[config.mk]
export PLATFORM = sky130hd
export DESIGN_NAME = usb_ep0_in_tx_flat
export DESIGN_NICKNAME = d
export VERILOG_FILES = /design/src/rtl/usb_ep0_pkg.sv /design/src/rtl/usb_ep0_in_tx_if.sv /design/src/rtl/usb_ep0_in_tx.sv /design/src/flat_wrapper.sv
export SDC_FILE = /design/constraint.sdc
export NUM_CORES = 1
export LEC_CHECK = 0
export CAP_MARGIN = 20
export CORE_AREA = 2 2 107 187
export DETAILED_ROUTE_END_ITERATION = 10
export DIE_AREA = 0 0 109 189
export GPL_ROUTABILITY_DRIVEN = 0
export GPL_TIMING_DRIVEN = 0
export PLACE_DENSITY_LB_ADDON = 0.3
export SETUP_SLACK_MARGIN = 0.3
export SLEW_MARGIN = 25
export SYNTH_ARGS = -nofsm -noshare
export SYNTH_HDL_FRONTEND = slang
export SYNTH_SLANG_ARGS = --single-unit
[constraint.sdc]
create_clock -name clk48mhz -period 8.05 [get_ports clk48mhz]
set_input_delay 2.0125 -clock clk48mhz [delete_from_list [all_inputs] [get_ports clk48mhz]]
set_output_delay 2.0125 -clock clk48mhz [all_outputs]
set_load 0.03 [all_outputs]
[src/rtl/usb_ep0_pkg.sv]
// usb_ep0_pkg: shared types and constants for the EP0 control-endpoint blocks
//    hs_t       : handshake codes returned to the usb core
//    state_t    : IN data-stage transmitter states
//    MAX_PKT_DEF: default EP0 max packet size
//    DESC_*     : descriptor type codes
package usb_ep0_pkg;
   typedef enum logic [1:0] {
      hs_ack   = 2'b00,
      hs_none  = 2'b01,
      hs_nak   = 2'b10,
      hs_stall = 2'b11
   } hs_t;
   typedef enum logic [2:0] {IDLE, ARMED, FETCH, SEND, WAIT_END, DONE} state_t;
   localparam int MAX_PKT_DEF = 64;
   localparam logic [7:0] DESC_DEVICE = 8'h01;
   localparam logic [7:0] DESC_CONFIG = 8'h02;
endpackage

[src/rtl/usb_ep0_in_tx_if.sv]
// usb_ep0_in_tx_if: transaction bus between the usb core and the EP0 IN transmitter
//    core -> tx : transaction_active, endpoint, direction_in, setup, data_strobe, success
//    tx -> core : data_in, data_in_valid, data_toggle, handshake
//    master = usb core side, slave = transmitter side
interface usb_ep0_in_tx_if;
   import usb_ep0_pkg::*;
   logic       transaction_active;
   logic [3:0] endpoint;
   logic       direction_in;
   logic       setup;
   logic       data_strobe;
   logic       success;
   logic [7:0] data_in;
   logic       data_in_valid;
   logic       data_toggle;
   hs_t        handshake;
   modport master (
      output transaction_active, endpoint, direction_in, setup, data_strobe, success,
      input  data_in, data_in_valid, data_toggle, handshake
   );
   modport slave (
      input  transaction_active, endpoint, direction_in, setup, data_strobe, success,
      output data_in, data_in_valid, data_toggle, handshake
   );
endinterface

[src/rtl/usb_ep0_in_tx.sv]
// usb_ep0_in_tx: EP0 IN data-stage transmitter streaming a descriptor ROM into the usb core
//    clk48mhz, rst (async, active high)
//    start/base_addr/desc_len/req_len : begin a data stage, abort : drop it
//    rom_addr/rom_data                : ROM port, data valid one cycle after the address
//    bus (slave)                      : core transaction signals and byte/toggle/handshake back
//    busy, done                       : stage in progress, one-cycle completion pulse
//    retry_cnt                        : un-ACKed packet count, only with USB_EP0_TX_RETRY_CNT_EN
module usb_ep0_in_tx
   import usb_ep0_pkg::*;
#(
   parameter int MAX_PKT = MAX_PKT_DEF,
   parameter int ADDR_W  = 8
) (
   input  logic              clk48mhz,
   input  logic              rst,
   input  logic              start,
   input  logic [ADDR_W-1:0] base_addr,
   input  logic [15:0]       desc_len,
   input  logic [15:0]       req_len,
   input  logic              abort,
   output logic [ADDR_W-1:0] rom_addr,
   input  logic [7:0]        rom_data,
   usb_ep0_in_tx_if.slave    bus,
   output logic              busy,
   output logic              done
`ifdef USB_EP0_TX_RETRY_CNT_EN
   ,
   output logic [7:0]        retry_cnt
`endif
);
   state_t            state;
   logic [ADDR_W-1:0] base_r;
   logic [15:0]       total, req_r, offset, cnt, rem, pkt, next_off;
   logic              ta_d, ds_d, succ_seen, toggle, valid;
   logic [7:0]        data_r;
   hs_t               hs;
   logic              ta_rise, ta_fall, ds_rise, ok, trig, last;

   assign rem      = total - offset;
   assign pkt      = (rem < 16'(MAX_PKT)) ? rem : 16'(MAX_PKT);
   assign next_off = offset + pkt;
   assign last     = (next_off == total) && (pkt < 16'(MAX_PKT) || total == req_r);
   assign ta_rise  = bus.transaction_active & ~ta_d;
   assign ta_fall  = ~bus.transaction_active & ta_d;
   assign ds_rise  = bus.data_strobe & ~ds_d;
   assign ok       = succ_seen | bus.success;
   assign trig     = ta_rise && bus.endpoint == 4'd0 && bus.direction_in && !bus.setup;
   // Address is presented combinationally in the cycle the fetch is decided (ARMED trigger or
   // SEND strobe) so a registered ROM returns the byte exactly when FETCH captures it.
   // cnt is held at zero in ARMED, and in SEND points at the byte being sent, hence the +1.
   assign rom_addr = base_r + offset[ADDR_W-1:0] + cnt[ADDR_W-1:0] + ADDR_W'(state == SEND);

   assign bus.data_in       = data_r;
   assign bus.data_in_valid = valid;
   assign bus.data_toggle   = toggle & (state != IDLE);
   assign bus.handshake     = hs;

   always_ff @(posedge clk48mhz or posedge rst) begin
      if (rst) begin
         state     <= IDLE;
         base_r    <= '0;
         total     <= '0;
         req_r     <= '0;
         offset    <= '0;
         cnt       <= '0;
         ta_d      <= 1'b0;
         ds_d      <= 1'b0;
         succ_seen <= 1'b0;
         toggle    <= 1'b0;
         valid     <= 1'b0;
         data_r    <= '0;
         hs        <= hs_nak;
         busy      <= 1'b0;
         done      <= 1'b0;
      end else begin
         ta_d <= bus.transaction_active;
         ds_d <= bus.data_strobe;
         done <= 1'b0;
         if (state != IDLE && bus.success) succ_seen <= 1'b1;
         if (abort) begin
            state <= IDLE;
            valid <= 1'b0;
            busy  <= 1'b0;
            hs    <= hs_nak;
         end else if (start) begin
            total  <= (desc_len < req_len) ? desc_len : req_len;
            req_r  <= req_len;
            base_r <= base_addr;
            offset <= '0;
            cnt    <= '0;
            toggle <= 1'b1;
            valid  <= 1'b0;
            busy   <= 1'b1;
            hs     <= hs_ack;
            state  <= ARMED;
         end else begin
            case (state)
               ARMED: if (trig) begin
                  succ_seen <= 1'b0;
                  state     <= (pkt == 16'd0) ? WAIT_END : FETCH;
               end
               FETCH: if (ta_fall) begin
                  valid <= 1'b0;
                  cnt   <= '0;
                  state <= ARMED;
               end else begin
                  data_r <= rom_data;
                  valid  <= 1'b1;
                  state  <= SEND;
               end
               SEND: if (ta_fall) begin
                  valid <= 1'b0;
                  cnt   <= '0;
                  state <= ARMED;
               end else if (ds_rise) begin
                  cnt <= cnt + 16'd1;
                  if (cnt + 16'd1 == pkt) begin
                     valid <= 1'b0;
                     state <= WAIT_END;
                  end else state <= FETCH;
               end
               WAIT_END: if (ta_fall) begin
                  cnt <= '0;
                  if (ok) begin
                     offset <= next_off;
                     toggle <= ~toggle;
                     done   <= last;
                     state  <= last ? DONE : ARMED;
                  end else state <= ARMED;
               end
               DONE: begin
                  busy  <= 1'b0;
                  hs    <= hs_nak;
                  state <= IDLE;
               end
               default: state <= IDLE;
            endcase
         end
      end
   end

`ifdef USB_EP0_TX_RETRY_CNT_EN
   logic miss;
   // Same conditions under which the FSM takes the no-success exit (host timeout included).
   assign miss = !abort && !start && ta_fall &&
                 (state == FETCH || state == SEND || (state == WAIT_END && !ok));

   always_ff @(posedge clk48mhz or posedge rst) begin
      if (rst) retry_cnt <= '0;
      else if (start) retry_cnt <= '0;
      else if (miss && retry_cnt != 8'hff) retry_cnt <= retry_cnt + 8'd1;
   end
`endif
endmodule

[src/flat_wrapper.sv]
// flat-port wrapper written by rule: the top's interface ports become plain ports
module usb_ep0_in_tx_flat import usb_ep0_pkg::*;
#(
   parameter int MAX_PKT = MAX_PKT_DEF,
   parameter int ADDR_W  = 8
)
  (clk48mhz, rst, start, base_addr, desc_len, req_len, abort, rom_addr, rom_data, busy, done, bus_transaction_active, bus_endpoint, bus_direction_in, bus_setup, bus_data_strobe, bus_success, bus_data_in, bus_data_in_valid, bus_data_toggle, bus_handshake);
  usb_ep0_in_tx_if bus_i ();
  input  logic clk48mhz;
  input  logic rst;
  input  logic start;
  input  logic [ADDR_W-1:0] base_addr;
  input  logic [15:0] desc_len;
  input  logic [15:0] req_len;
  input  logic abort;
  output logic [ADDR_W-1:0] rom_addr;
  input  logic [7:0] rom_data;
  output logic busy;
  output logic done;
  input wire logic [$bits(bus_i.transaction_active)-1:0] bus_transaction_active;
  input wire logic [$bits(bus_i.endpoint)-1:0] bus_endpoint;
  input wire logic [$bits(bus_i.direction_in)-1:0] bus_direction_in;
  input wire logic [$bits(bus_i.setup)-1:0] bus_setup;
  input wire logic [$bits(bus_i.data_strobe)-1:0] bus_data_strobe;
  input wire logic [$bits(bus_i.success)-1:0] bus_success;
  output wire logic [$bits(bus_i.data_in)-1:0] bus_data_in;
  output wire logic [$bits(bus_i.data_in_valid)-1:0] bus_data_in_valid;
  output wire logic [$bits(bus_i.data_toggle)-1:0] bus_data_toggle;
  output wire logic [$bits(bus_i.handshake)-1:0] bus_handshake;
  assign bus_i.transaction_active = bus_transaction_active;
  assign bus_i.endpoint = bus_endpoint;
  assign bus_i.direction_in = bus_direction_in;
  assign bus_i.setup = bus_setup;
  assign bus_i.data_strobe = bus_data_strobe;
  assign bus_i.success = bus_success;
  assign bus_data_in = bus_i.data_in;
  assign bus_data_in_valid = bus_i.data_in_valid;
  assign bus_data_toggle = bus_i.data_toggle;
  assign bus_handshake = bus_i.handshake;
  usb_ep0_in_tx #(.MAX_PKT(MAX_PKT), .ADDR_W(ADDR_W)) u_core (.clk48mhz(clk48mhz), .rst(rst), .start(start), .base_addr(base_addr), .desc_len(desc_len), .req_len(req_len), .abort(abort), .rom_addr(rom_addr), .rom_data(rom_data), .bus(bus_i), .busy(busy), .done(done));
endmodule
==> notes.org, run 1 <==
* Implementation run

** Run status
- The run finished with clean final reports.

** Pwr
- Power density normalized to cell area :: 161 nW/um^2
- The largest share of the power goes to sequential cells.
- VDD IR max :: 0.129 mV
- Summed over all cells, the static leakage comes to 3.92 nW.
- Sw Share :: 0.353
- The power report attributes to the sequential group a share of 0.370.
- Net switching power :: 513 uW
- The power report attributes to the clock group a share of 0.311.
- PnR Total Power :: 1.45 mW
- Power of the combinational group :: 464 uW
- Clock network power :: 451 uW
- Seq power :: 538 uW
- Design internal power :: 940 uW

** Logic synthesis
- Fraction of post-synthesis cell area in the top cell type by area :: 0.298
- Number of warnings reported in the yosys synthesis log :: 0
- Post-synth tally of flip-flops with integrated enable :: 0
- AND-OR/OR-AND Cells, Area Fraction :: 0.217
- After technology mapping, the gate count stands at 857.
- Yosys reported that registers with async set or reset make up 1.00.
- In this run the mean area of a mapped cell was 8.82 um^2.
- Area share of fa/ha/maj cells after synthesis :: 0.113
- Post-synthesis xor/xnor area fraction :: 0.0811
- Area figure in the yosys stat output :: 7560 um^2
- Before any placement, the netlist area is recorded as 7560 um^2.
- sky130_fd_sc_hd__dfrtp_1 takes more of the synthesized area than any other cell.
- Multiplexer share of the synthesized area :: 0.0700
- For reference, the top cells by area after synthesis are sky130_fd_sc_hd__dfrtp_1 30%, sky130_fd_sc_hd__ha_1 8.6%, sky130_fd_sc_hd__mux2_2 4.6%.
- The synthesis stat section lists a flop and latch total of 91.
- Synth unique cells :: 90

** Clock tree
- CTS tree :: done
- The report lists the number of cells resized after CTS as 0.
- The later pin in the worst-skew pair is clocked with a latency of 0.36 ns.
- Maximum count of clock buffers along a single path :: 2
- Htree depth :: 3
- In this run, post-CTS hold repair placed 0 buffers.
- Clock input transition at the sequential cells of the worst setup and hold paths :: 0.07 ns
- Number of setup buffers added after CTS :: 0
- Cts bufs inserted :: 9

** Layout
- The final antenna diode tally reported by the flow is 0.
- Signal buf overhead :: 0.110
- Multi-input combinational cell area :: 4930 um^2
- Proportion of cell area occupied by multi-input gates :: 0.546
- There are 91 flip-flops and latches.
- Area growth from synthesis to layout :: 19.5%
- Count of fill cells added during filler insertion :: 1850
- Non-clock buffers in the final layout number 115.
- Among logic cells in the layout, the one with the most instances is sky130_fd_sc_hd__dfrtp_1.
- Fraction of final layout cells sized beyond drive strength 1 :: 0.102
- Seq. cell area :: 2280 um^2
- In the layout the tool counted multi-input logic cells amounting to 683.
- Top Layout Cells :: 90 x sky130_fd_sc_hd__dfrtp_1, 80 x sky130_fd_sc_hd__clkdlybuf4s50_1, 65 x sky130_fd_sc_hd__nor2_1
- The fraction of final cell area spent on clock buffers and inverters in this run is 0.0345.
- Fraction of area in registers :: 0.252

** Final timing
- Final number of max-transition violations :: 0
- Worst setup skew after layout :: 0.00660 ns
- Unrepaired setup endpoints after global routing :: false
- Final min period :: 6.96 ns
- Worst relative slew slack :: 0.442
- In the final report, the number of endpoints failing setup comes to 0.
- For this run, the top clock speed supported by timing is 144 MHz.
- Looking at the max-slew report, the worst-margin pin has a slew of 0.834 ns.
- After routing, the total negative slack on setup checks comes to 0 ns.

** Worst hold path
- Classification of the worst-slack hold path :: reg -> reg
- STA lists the startpoint of the worst hold path as u_core.toggle.
- Hold depth :: 1

** Place
- According to the dpl log, the detail-placed design has an HPWL of 17300 um.
- I/O Buffers :: 80

** Drt
- Highest Signal Layer :: met4
- Dividing the detail-routed wire length by the instance count gives 18.0 um.
- The first TritonRoute pass finished after 6 iterations.
- Antenna-violating nets left :: 0
- Detailed-routed wire length on met3 :: 502 um
- Sum of met2 wire segment lengths after detailed routing :: 12000 um
- Residual DRC :: 0

** Worst setup path
- Sequence of cells on the critical path :: ha_1 > fa_1 > nor2b_1 > o21bai_1 > a21boi_1 > o41ai_2 > xnor2_1 > and2_1 > clkdlybuf4s15_2 > nand3b_1 > nor3_1 > fa_1 > xor2_1 > xor2_1 > a2111oi_0 > nand2_1 > a211oi_1 > nand4_1 > a311o_1 > nor4_1 > o2111ai_1 > o32a_1 > o21ai_1
- In this design, the stage delay of the slowest critical-path cell is 0.54 ns.
- Cell with the biggest individual delay on the critical path :: sky130_fd_sc_hd__a2111oi_0
- Buffer and inverter count on the worst path :: 1
- Data on the critical path is required at its endpoint by 8.32 ns.
- STA reports a reg2reg setup slack of 1.09 ns.
- Top Family by Delay on Critical Path :: AND-OR/OR-AND gates
- Biggest fanout along the worst timing path :: 8
- Worst R2R Path Depth :: 23
- Worst Setup Start Kind :: flip-flop

** GRT
- Entering global routing, the biggest net connects 52 pins.
- Congestion Overflow GR :: 0
- Global routing put the most usage on met2.
- The first global-routing pass estimated 34400 um of wire.
- The number of antenna violations at the first check in global routing came to 0.
- In the global route stage, met1 resource usage came out at 0.224.

** Die
- Die height :: 189 um
- Die W :: 109 um
- The share of the core area taken by cells at floorplan is 0.397.
- Number of top-level design ports :: 83
- After floorplanning, the core was divided into 67 placement rows.
- Core region area :: 19000 um^2
- The flow inserted 241 tap cells.

** Job
- The report counts max-capacitance violations totalling 0.
-- run 1: synthesized netlist by cell type, types with 11 or more instances --
cell and instances:
sky130_fd_sc_hd__dfrtp_1 90, sky130_fd_sc_hd__nand2_1 59, sky130_fd_sc_hd__o21ai_0 64, sky130_fd_sc_hd__nand4_1 11, sky130_fd_sc_hd__nor2_1 65, sky130_fd_sc_hd__inv_1 57
sky130_fd_sc_hd__nand3_1 17, sky130_fd_sc_hd__mux2i_1 18, sky130_fd_sc_hd__xnor2_1 38, sky130_fd_sc_hd__a21o_1 23, sky130_fd_sc_hd__clkbuf_1 27, sky130_fd_sc_hd__a31oi_1 13
sky130_fd_sc_hd__a21oi_1 64, sky130_fd_sc_hd__xor2_1 32, sky130_fd_sc_hd__ha_1 52, sky130_fd_sc_hd__mux2_2 31, sky130_fd_sc_hd__nor3_1 15
-- run 1: worst max-delay path by stage --
stage	start	endpoint	cells after the start
CTS	u_core.offset[0]	u_core.state[2]	23
finish	u_core.offset[0]	u_core.state[2]	23
global placement	u_core.offset[0]	u_core.state[2]	23
floorplan	u_core.offset[0]	u_core.state[2]	23
detailed placement	u_core.offset[0]	u_core.state[2]	23
global route	u_core.offset[0]	u_core.state[2]	22
-- run 1: metrics by stage --
step / hold WS [ns] / util / instance area (um^2) / std cells / worst slack (ns)
after CTS: 0.498 / 0.475 / 9030 / 1203 / 1.31
final: 0.493 / 0.475 / 9030 / 1203 / 1.09
after floorplan: 0.443 / - / 7590 / 865 / 2.77
after global placement: 0.487 / 0.457 / 8690 / 1186 / 1.45
after detailed placement: 0.477 / 0.458 / 8720 / 1187 / 1.38
after global routing: 0.514 / 0.475 / 9030 / 1203 / 0.874
Fig. 1: run 1, metal 3
Scale bar: 20 um.
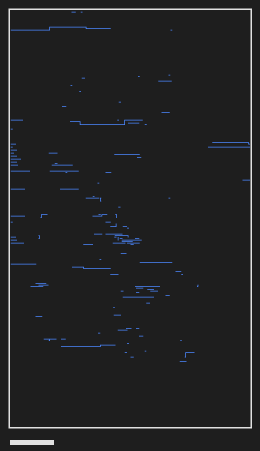
longest straight run	20.2 um
nets with wire on the layer	79
share of all routed wire	2.3%
main direction	horizontal
total wire length after detailed routing: 21600 um
met3 demand-to-capacity share in global routing: 0.0255
DR vias: 6742

Fig. 2: run 1, metal 2
Scale bar: 20 um.
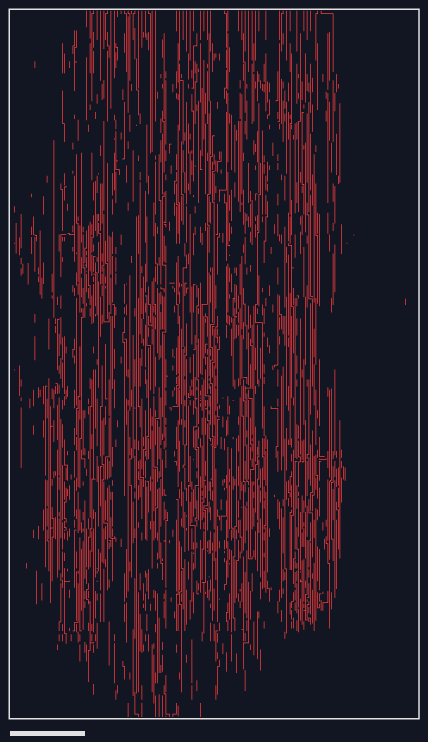
wire length on this layer	12000 um
main direction	vertical
share of all routed wire	56%
met2 track utilization from global routing: 0.408

Fig. 3: run 1, metal 1
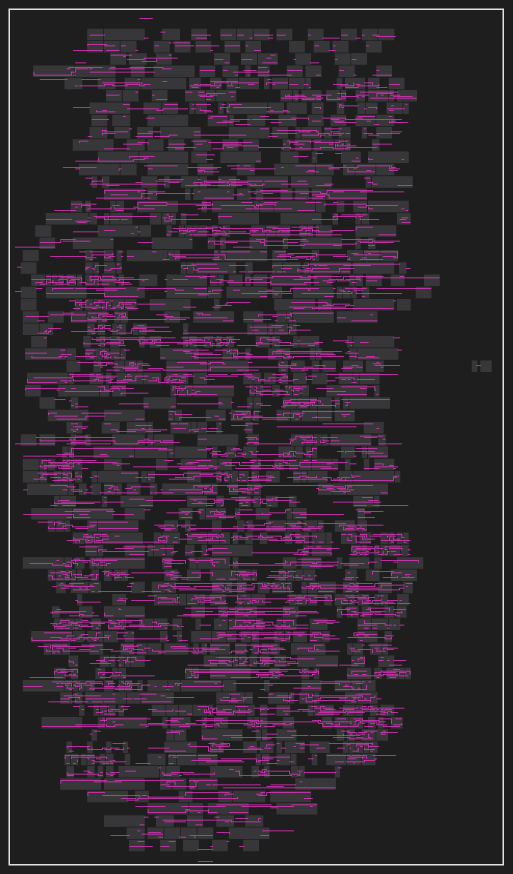
wire length on this layer	7980 um
main direction	horizontal
share of all routed wire	37%
nets with wire on the layer	1021

Fig. 4: run 1, clock routing
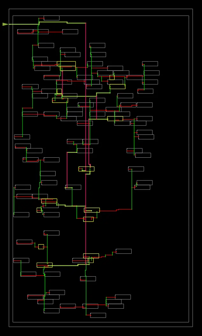
total number of clock tree sinks: 91
clock tree buffer count of the final layout: 9

Fig. 5: run 1, metal 4
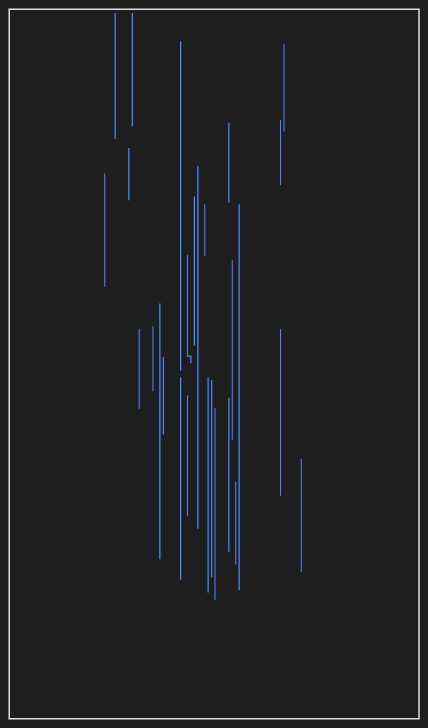

==> inputs of run 2 (changes only) <==
--- a/config.mk
+++ b/config.mk
@@ -6,9 +6,9 @@
 export NUM_CORES = 1
 export LEC_CHECK = 0
 export CAP_MARGIN = 20
-export CORE_AREA = 2 2 107 187
+export CORE_AREA = 2 2 95 165
 export DETAILED_ROUTE_END_ITERATION = 10
-export DIE_AREA = 0 0 109 189
+export DIE_AREA = 0 0 97 167
 export GPL_ROUTABILITY_DRIVEN = 0
 export GPL_TIMING_DRIVEN = 0
 export PLACE_DENSITY_LB_ADDON = 0.3
==> constraint.sdc (replaced) <==
create_clock -name clk48mhz -period 5.9 [get_ports clk48mhz]
set_input_delay 1.475 -clock clk48mhz [delete_from_list [all_inputs] [get_ports clk48mhz]]
set_output_delay 1.475 -clock clk48mhz [all_outputs]
set_load 0.03 [all_outputs]
Fig. 6: run 2, metal 4
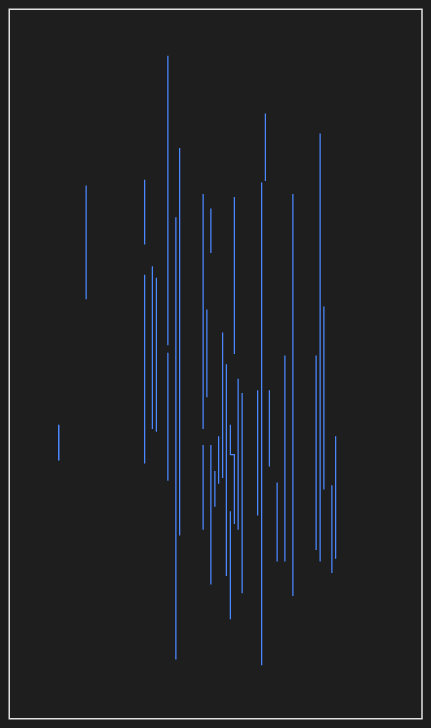
share of all routed wire	6.7%
main direction	vertical
longest straight run	114 um
nets with wire on the layer	31
wire length on this layer	1450 um
total wire length after detailed routing: 21600 um
DR vias: 6938

==> run 2 against run 1 <==
Against the previous run: non-clock buffer count increased by 29; synthesized cell count unchanged; design area increased by 5.4%; count of clock-buffer cells in the layout unchanged; sequential share of layout area decreased by 1.1 points.
==> notes.org, run 2 <==
* Implementation run

** Pwr
- The switching share of total power was 0.353 (-0.000412).
- PnR Total Power :: 2.07 mW (+42%)
- Power of the combinational group :: 718 uW (+55%)
- Clock network fraction of design power :: 0.295 (-0.016)
- The total net switching power came to 728 uW (+42%).
- Ranked by power, first place goes to sequential cells.
- The power of the clock network was 610 uW (+35%).
- Seq power :: 737 uW (+37%)
- Pleak :: 4.11 nW (+4.7%)
- Portion of total power attributed to sequential cells :: 0.357 (-0.013)
- Power density normalized to cell area :: 217 nW/um^2 (+35%)
- VDD IR max :: 0.165 mV (+28%)

** Final timing
- The worst hold slack after final layout is 0.502 ns (+0.00972 ns).
- Setup repair after global routing could not meet its margin everywhere.
- Worst setup skew after layout :: 0.00694 ns (+0.000335 ns)
- The worst-case headroom to the max-slew limit was 0.400 (-0.0420).
- Highest achievable clock rate :: 179 MHz (+24%)
- Aggregate negative setup slack :: 0 ns (unchanged)
- Final number of max-transition violations :: 0 (unchanged)
- The measured slew at the worst slew-check pin was 0.900 ns (+0.0661 ns).
- Total of endpoints with negative setup slack in the final report :: 0 (unchanged)

** Layout
- Post-route standard cell area excluding fillers :: 9520 um^2 (+5.4%)
- The diode insertion count for antenna repair came to 0 (unchanged).
- Compared with the post-synthesis result, the final layout area differs by 26.0%.
- Fraction of final layout cells sized beyond drive strength 1 :: 0.189 (+0.0870)
- Most used logic cell in the final layout :: sky130_fd_sc_hd__dfrtp_1
- Non-filler instance count after layout :: 1173 (-2.5%)
- Count of fill cells added during filler insertion :: 1229 (-34%)
- Per the cell usage report, the commonest logic cells after layout are 77 x sky130_fd_sc_hd__dfrtp_1, 76 x sky130_fd_sc_hd__clkdlybuf4s50_1, 62 x sky130_fd_sc_hd__nor2_1.

** Worst setup path
- The cell count along the critical path was 22 (-4.3%).
- The worst endpoint required time came to 6.18 ns (-2.14 ns).
- Worst R2R Path Depth :: 22 (-4.3%)
- The capture point of the critical path was reported as u_core.state[2].
- The number of buffers and inverters on the critical path is 1 (unchanged).
- Sequence of cells on the critical path :: ha_4 > a21oi_2 > o211ai_1 > or4b_2 > and4_1 > nand4_4 > nor3_2 > nand3b_1 > buf_6 > nor3_4 > fa_2 > a21o_1 > a21oi_4 > xnor2_1 > or3_4 > a221oi_2 > nand4_1 > a311o_1 > nor4_2 > o2111ai_2 > o32a_1 > o21ai_1
- R2R setup slack :: 0.30 ns (-0.79 ns)
- Cell with the biggest individual delay on the critical path :: sky130_fd_sc_hd__or4b_2
- Top Family by Delay on Critical Path :: simple AND/OR/NAND/NOR gates
- Biggest fanout along the worst timing path :: 8 (unchanged)
- STA classifies the critical path startpoint as a flip-flop.
- The largest incremental delay on the critical path was 0.63 ns (+0.09 ns).
- Critical path origin :: u_core.total[6]

** GRT
- The overall overflow remaining after global route came to 0 (unchanged).
- Initial antenna violation count :: 0 (unchanged)
- The largest net degree at the start of global routing came to 55 (+5.8%).
- The wire length of the first global-routing pass was 34300 um (about the same).

** Clock tree
- The buffer depth of the longest clock path is 2 (unchanged).
- Total number of clock tree sinks :: 91 (unchanged)
- Cts bufs inserted :: 9 (unchanged)
- Htree depth :: 3 (unchanged)
- The later-pin clock latency in the skew report was 0.35 ns (about the same).
- CTS tree :: done
- Clock input transition at the sequential cells of the worst setup and hold paths :: 0.07 ns (about the same)

** Place
- Dpl cells :: 1129 (-4.9%)
- The count of buffers inserted at the top-level ports is 80 (unchanged).
- Total half-perimeter wirelength after legalization and detailed placement :: 16300 um (-5.5%)
- The post-detailed-placement cell area is 8650 um^2 (-0.83%).

** Die
- The number of top-level pins is 83 (unchanged).
- Core region area :: 14800 um^2 (-22%)
- The total number of placement rows is 59 (-12%).
- Die height :: 167 um (-12%)
- The chip width is 97 um (-11%).
- The starting utilization of the core area was 0.509 (+0.112).

** Logic synthesis
- Cell types with the largest area share after synthesis :: sky130_fd_sc_hd__dfrtp_1 30%, sky130_fd_sc_hd__ha_1 8.6%, sky130_fd_sc_hd__mux2_2 4.6%
- Count of mapped cells out of synthesis :: 857 (unchanged)
- Most common cell in the netlist :: sky130_fd_sc_hd__dfrtp_1
- The fraction of registers with async set/reset is 1.00 (unchanged).
- The number of flops mapped to enable cells by yosys was 0 (unchanged).
- Synth unique cells :: 90 (unchanged)
- The number of synthesis warnings was 0 (unchanged).
- Syn Std Cell Area :: 7560 um^2 (unchanged)
- The flip-flop and latch count after synthesis came to 91 (unchanged).
- By count the netlist is led by 90 x sky130_fd_sc_hd__dfrtp_1, 65 x sky130_fd_sc_hd__nor2_1, 64 x sky130_fd_sc_hd__a21oi_1, 64 x sky130_fd_sc_hd__o21ai_0, 59 x sky130_fd_sc_hd__nand2_1.
- The share of the synthesized area in the top cell type came to 0.298 (unchanged).
- Area figure in the yosys stat output :: 7560 um^2 (unchanged)
- Post-synth top area cell :: sky130_fd_sc_hd__dfrtp_1

** Drt
- The violation tally recorded at the end of detailed-routing iteration 0 is 481.
- The per-cell routed wire length is 18.4 um (+2.6%).
- The number of search-and-repair iterations in the first detailed-routing pass is 6 (unchanged).
- Residual DRC :: 0 (unchanged)
- Antenna-violating nets left :: 0 (unchanged)

** Run status
- Run status :: completed

** Worst hold path
- Classification of the worst-slack hold path :: reg -> reg
[run 2: cell counts after synthesis]
Identical to the previous run, type by type.
[run 2: final cells by class]
cell class                 count  area [um^2]  area share
tap                          183          229      0.0240
sequential                    91         2290       0.241
timing repair buffer         110         1050       0.110
clock buffer                   9          225      0.0236
buffer                        34          168      0.0176
inverter                      57          219      0.0230
clock inverter                 6         73.8     0.00775
multi-input combinational    683         5270       0.553
[run 2: per-stage QoR]
step	setup slack (ns)	utilization
2_1_floorplan	0.617	-
3_3_place_gp	-0.677	0.581
3_5_place_dp	-0.662	0.583
4_1_cts	0.222	0.616
5_1_grt	0.151	0.642
6_report	0.301	0.642
[run 2: cell families after synthesis]
group / synth area share
AND-OR/OR-AND: 0.217
AND/OR/NAND/NOR: 0.167
flip-flops: 0.301
buffers and inverters: 0.0498
XOR/XNOR: 0.0811
adder cells (fa/ha/maj): 0.113
multiplexers: 0.0700
other: 0.000496
[run 2: worst min path at each step]
stage / from / to / slack [ns] / cells past startpoint
floorplan: u_core.toggle / u_core.toggle / 0.44 / 1
CTS: u_core.toggle / u_core.toggle / 0.50 / 1
global route: u_core.toggle / u_core.toggle / 0.52 / 1
finish: u_core.toggle / u_core.toggle / 0.50 / 1
global placement: u_core.toggle / u_core.toggle / 0.49 / 1
detailed placement: u_core.toggle / u_core.toggle / 0.47 / 1
[run 2: timing repair]
item / in CTS / in global routing
resized: 39 / 64
hold endpoints to repair: 0 / 0
pin swaps: 7 / 17
setup endpoints to repair: 5 / 5
hold buffers: 0 / 0
buffers inserted: 7 / 22
[run 2: metal layers]
metal	global-route usage	share of wire	vias to the layer above
met2	0.474	0.53	230
li1	-	-	3327
met5	0	0	-
met3	0.0323	0.043	79
met4	0.168	0.067	0
met1	0.283	0.36	3302
Power is estimated from default activity; no workload was simulated.
